--- src/rtl/acc_feed_fifo.sv ---
// acc_feed_fifo: FIFO feeding a 32-bit accumulator, with a shadow running sum and sticky check flags.
//
// Ports:
//   clock, reset   rising-edge clock, synchronous active-high reset
//   in_valid       producer offers in_value
//   in_value       producer data
//   in_ready       FIFO can accept this cycle (count != DEPTH)
//   drain_en       permits one pop this cycle
//   valid, value   registered output pair driving the accumulator
//   accumulator    the accumulator register being fed
//   resync         load the shadow sum from accumulator
//   count          current FIFO occupancy
//   expected_sum   shadow running sum of every emitted value
//   mismatch       sticky: accumulator differed from expected_sum
//   overflow       sticky: expected_sum wrapped
module acc_feed_fifo #(
    parameter int DEPTH = 8,
    parameter int WIDTH = 32
) (
    input  logic                       clock,
    input  logic                       reset,
    input  logic                       in_valid,
    input  logic [WIDTH-1:0]           in_value,
    output logic                       in_ready,
    input  logic                       drain_en,
    output logic                       valid,
    output logic [WIDTH-1:0]           value,
    input  logic [WIDTH-1:0]           accumulator,
    input  logic                       resync,
    output logic [$clog2(DEPTH+1)-1:0] count,
    output logic [WIDTH-1:0]           expected_sum,
    output logic                       mismatch,
    output logic                       overflow
);
    localparam int AW = $clog2(DEPTH);
    localparam int CW = $clog2(DEPTH+1);

    logic [WIDTH-1:0] mem_q [DEPTH];
    logic [AW-1:0]    head_q, head_d, tail_q, tail_d;
    logic [CW-1:0]    count_q, count_d;
    logic             valid_q, valid_d;
    logic [WIDTH-1:0] value_q, value_d;
    logic [WIDTH-1:0] sum_q, sum_d;
    logic             mismatch_q, mismatch_d;
    logic             overflow_q, overflow_d;
    logic             push, pop;
    logic [WIDTH-1:0] addend;
    logic [WIDTH:0]   sum_ext;

    assign in_ready = (count_q != CW'(DEPTH));
    assign push     = in_valid && in_ready;
    assign pop      = drain_en && (count_q != '0);

    // The accumulator adds value on the same edge as valid, so the shadow does too.
    assign addend  = valid_q ? value_q : '0;
    assign sum_ext = {1'b0, sum_q} + {1'b0, addend};

    always_comb begin
        head_d     = pop ? head_q + 1'b1 : head_q;
        tail_d     = push ? tail_q + 1'b1 : tail_q;
        count_d    = (push && !pop) ? count_q + 1'b1 :
                     (pop && !push) ? count_q - 1'b1 : count_q;
        valid_d    = pop;
        value_d    = pop ? mem_q[head_q] : value_q;
        sum_d      = resync ? accumulator + addend : sum_ext[WIDTH-1:0];
        overflow_d = overflow_q || (!resync && sum_ext[WIDTH]);
        mismatch_d = mismatch_q || (!resync && (accumulator != sum_q));
    end

    // Storage is not reset: pointers and count alone decide what is readable.
    always_ff @(posedge clock) begin
        if (push) mem_q[tail_q] <= in_value;
    end

    always_ff @(posedge clock) begin
        if (reset) begin
            head_q     <= '0;
            tail_q     <= '0;
            count_q    <= '0;
            valid_q    <= 1'b0;
            value_q    <= '0;
            sum_q      <= '0;
            mismatch_q <= 1'b0;
            overflow_q <= 1'b0;
        end else begin
            head_q     <= head_d;
            tail_q     <= tail_d;
            count_q    <= count_d;
            valid_q    <= valid_d;
            value_q    <= value_d;
            sum_q      <= sum_d;
            mismatch_q <= mismatch_d;
            overflow_q <= overflow_d;
        end
    end

    assign valid        = valid_q;
    assign value        = value_q;
    assign count        = count_q;
    assign expected_sum = sum_q;
    assign mismatch     = mismatch_q;
    assign overflow     = overflow_q;
endmodule

--- config.mk ---
export PLATFORM = sky130hd
export DESIGN_NAME = acc_feed_fifo
export DESIGN_NICKNAME = d
export VERILOG_FILES = /design/src/rtl/acc_feed_fifo.sv
export SDC_FILE = /design/constraint.sdc
export NUM_CORES = 1
export LEC_CHECK = 0
export CORE_UTILIZATION = 50
export DETAILED_ROUTE_END_ITERATION = 8
export GPL_TIMING_DRIVEN = 0
export PLACE_DENSITY = 0.7
export SETUP_SLACK_MARGIN = 0.2
export SYNTH_ARGS = -nofsm -noshare
export SYNTH_HDL_FRONTEND = slang
export SYNTH_SLANG_ARGS = --single-unit
--- constraint.sdc ---
create_clock -name clock -period 12.6 [get_ports clock]
set_input_delay 2.52 -clock clock [delete_from_list [all_inputs] [get_ports clock]]
set_output_delay 2.52 -clock clock [all_outputs]
set_load 0.05 [all_outputs]
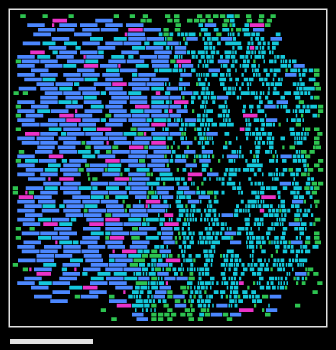
cell_classes.png
Bar = 50 µm.
all other logic: in cyan, cells 1,023, share of their area 39%. other buffers and delay cells: in green, cells 258, share of their area 9.9%. flip-flops: in blue, cells 333, share of their area 45%. clock drivers and dummy loads: in magenta, cells 61, share of their area 5.1%.
core footprint: 0.0346 mm²
Seq area share: 0.442

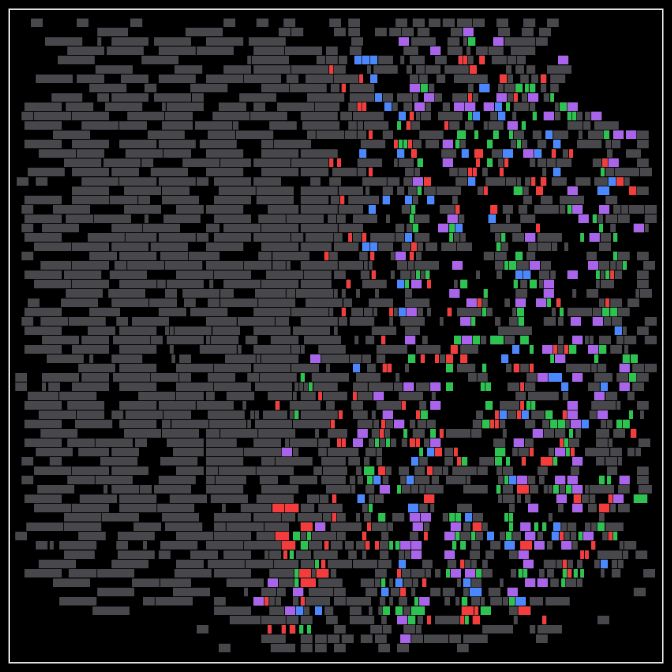
gate_families.png
NAND gates: in green, cells 164. XOR/XNOR gates: in purple, cells 118. NOR gates: in red, cells 151. AND and OR gates: in blue, cells 66.
top logic cell by instance count in the layout: edfxtp_1
combinational share of cell area: 0.380
post-route insts no fill: 2,130

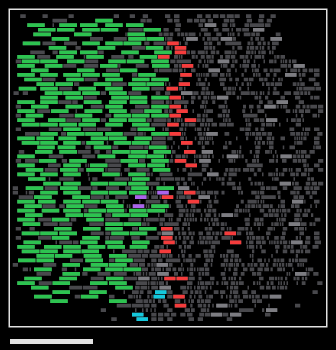
registers.png
Bar = 50 µm. Other sequential cells in the stronger grey, the rest of the logic in the fainter grey.
count: in cyan, placed flops 4, where south. mem_q: in green, placed flops 256. value: in red, placed flops 32, where a column down the middle. head_q: in purple, placed flops 3.
Storage cell area: 0.00923 mm²
Finished Core Util: 0.603
sequential group power: 1.40 mW

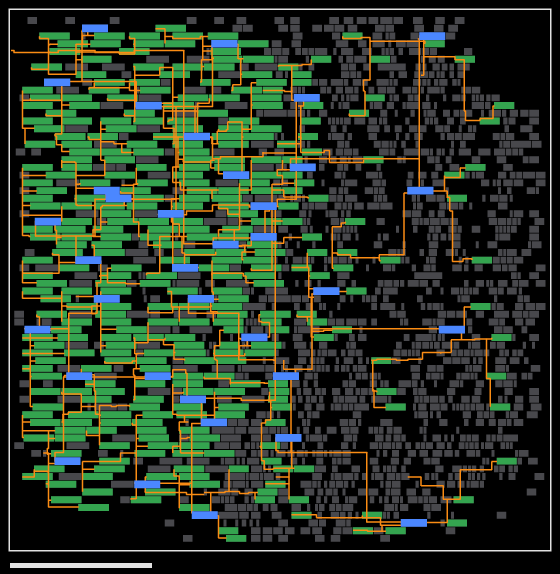
clock_map.png
Bar = 50 µm.
flip-flops: in green, count 333. cells driving clock nets: in blue, count 35. clock wires: in orange, length 4,030 µm.
There are 36 routed clock nets.
Clk power: 0.956 mW
clk ins delay skew pair: 0.53 ns
clk_skew: 0.0168 ns
Clk network pwr share: 0.255

==> results.tsv <==
stage	metric	value	unit
outcome	outcome	completed	
global_route	met2_usage	0.459	
setup_path	reg2reg_from	valid$_SDFF_PP0_	
job	drv_cap	0	
layout	fillers	2749	
clock_network	cts_made_buffers	35	
power	ir_worst_vdd	0.120	mV
layout	clock_cell_area_share	0.0500	
place	gp_congestion	1.02	
setup_path	critPathLaunchType	register	
synthesis	area_leaders	edfxtp_1 (43%), dfxtp_1 (8.7%), mux4_2 (8.2%)	
layout	areaGrowthSynthToFinish	18.1	%
layout	area_dominant_class	registers	
min_path	holdCritPathClass	register to register	
setup_path	slowest_delay	0.94	ns
final_timing	fin_setup_tns	0	ns
setup_path	crit_slowest_cell	o32ai_1	
synthesis	synth_top_area_share	0.435	
layout	drive_above_1_share	0.119	
clock_network	cts_sinks	333	
die	fp_util	0.511	
power	p_comb_frac	0.372	
routing	first_pass_iters	5	
setup_path	crit_path_end	expected_sum[28]$_SDFF_PP0_	
setup_path	critPathArrivalTime	7.17	ns
die	die_width	190	µm
setup_path	crit_buf_inv	8	
setup_path	path_delay_family	buffers and inverters	
synthesis	synthAdderAreaFrac	0.0314	
power	p_leak	6.96	nW
place	place_inst	2069	
synthesis	aoi_share	0.145	
layout	buffers_excl_clock	258	
global_route	grtUsageMet1	0.379	
final_timing	tightest_slew	1.08	ns
final_timing	period_minus_slack	6.76	ns
layout	nClkBuffers	43	
routing	via_per_inst	6.22	
setup_path	crit_required	13.02	ns
synthesis	ys_sh_simple	0.107	
power	swShare	0.372	
synthesis	synth_flops	333	
synthesis	syn_area	0.0177	mm²
place	dp_hpwl	36800	µm
setup_path	path_class	register to register	
synthesis	mux_share	0.104	
clock_network	cts_hold_buf	0	
## how the worst min path moves through the flow
stage                      startpoint  cells past startpoint                     end  slack [ns]
4_1_cts        value[23]$_SDFFE_PP0P_                      2  value[23]$_SDFFE_PP0P_        0.52
3_5_place_dp   value[23]$_SDFFE_PP0P_                      2  value[23]$_SDFFE_PP0P_        0.51
3_3_place_gp   value[22]$_SDFFE_PP0P_                      2  value[22]$_SDFFE_PP0P_        0.52
5_1_grt         count[3]$_SDFFE_PP0P_                      2   count[3]$_SDFFE_PP0P_        0.55
6_report       value[23]$_SDFFE_PP0P_                      2  value[23]$_SDFFE_PP0P_        0.52
2_1_floorplan  tail_q[1]$_SDFFE_PP0P_                      2  tail_q[1]$_SDFFE_PP0P_        0.50
## metrics by stage
stage	instance area (µm²)	utilization	hold WS, ns	setup slack (ns)
after floorplan	17700	-	0.498	6.38
after global placement	19500	0.564	0.518	2.75
after detailed placement	19800	0.573	0.510	5.97
after CTS	20900	0.603	0.521	5.93
after global routing	20900	0.603	0.548	5.47
final	20900	0.603	0.516	5.84
## flip-flops by register name (all words and copies together) (netlist names)
name / count
mem_q: 256
overflow: 1
expected_sum: 32
tail_q: 3
value: 32
valid: 1
mismatch: 1
count: 4
head_q: 3
## placed cells by master (no fill, tap or decap), drive strengths merged, types with 24 or more instances in the layout
cell type      Yosys  final
buf               49     71
nand2             95     95
and2              34     34
nor2             111    111
mux4              64     64
clkdlybuf4s50      0    127
a211oi            46     46
dfxtp             77     77
a21o              28     28
edfxtp           256    256
xnor2             84     84
nand3             24     24
a21oi             73     73
clkbuf            60    103
o21ai             60     60
ha                38     38
xor2              34     34
mux2i             37     37
Power is estimated from default activity; no workload was simulated.
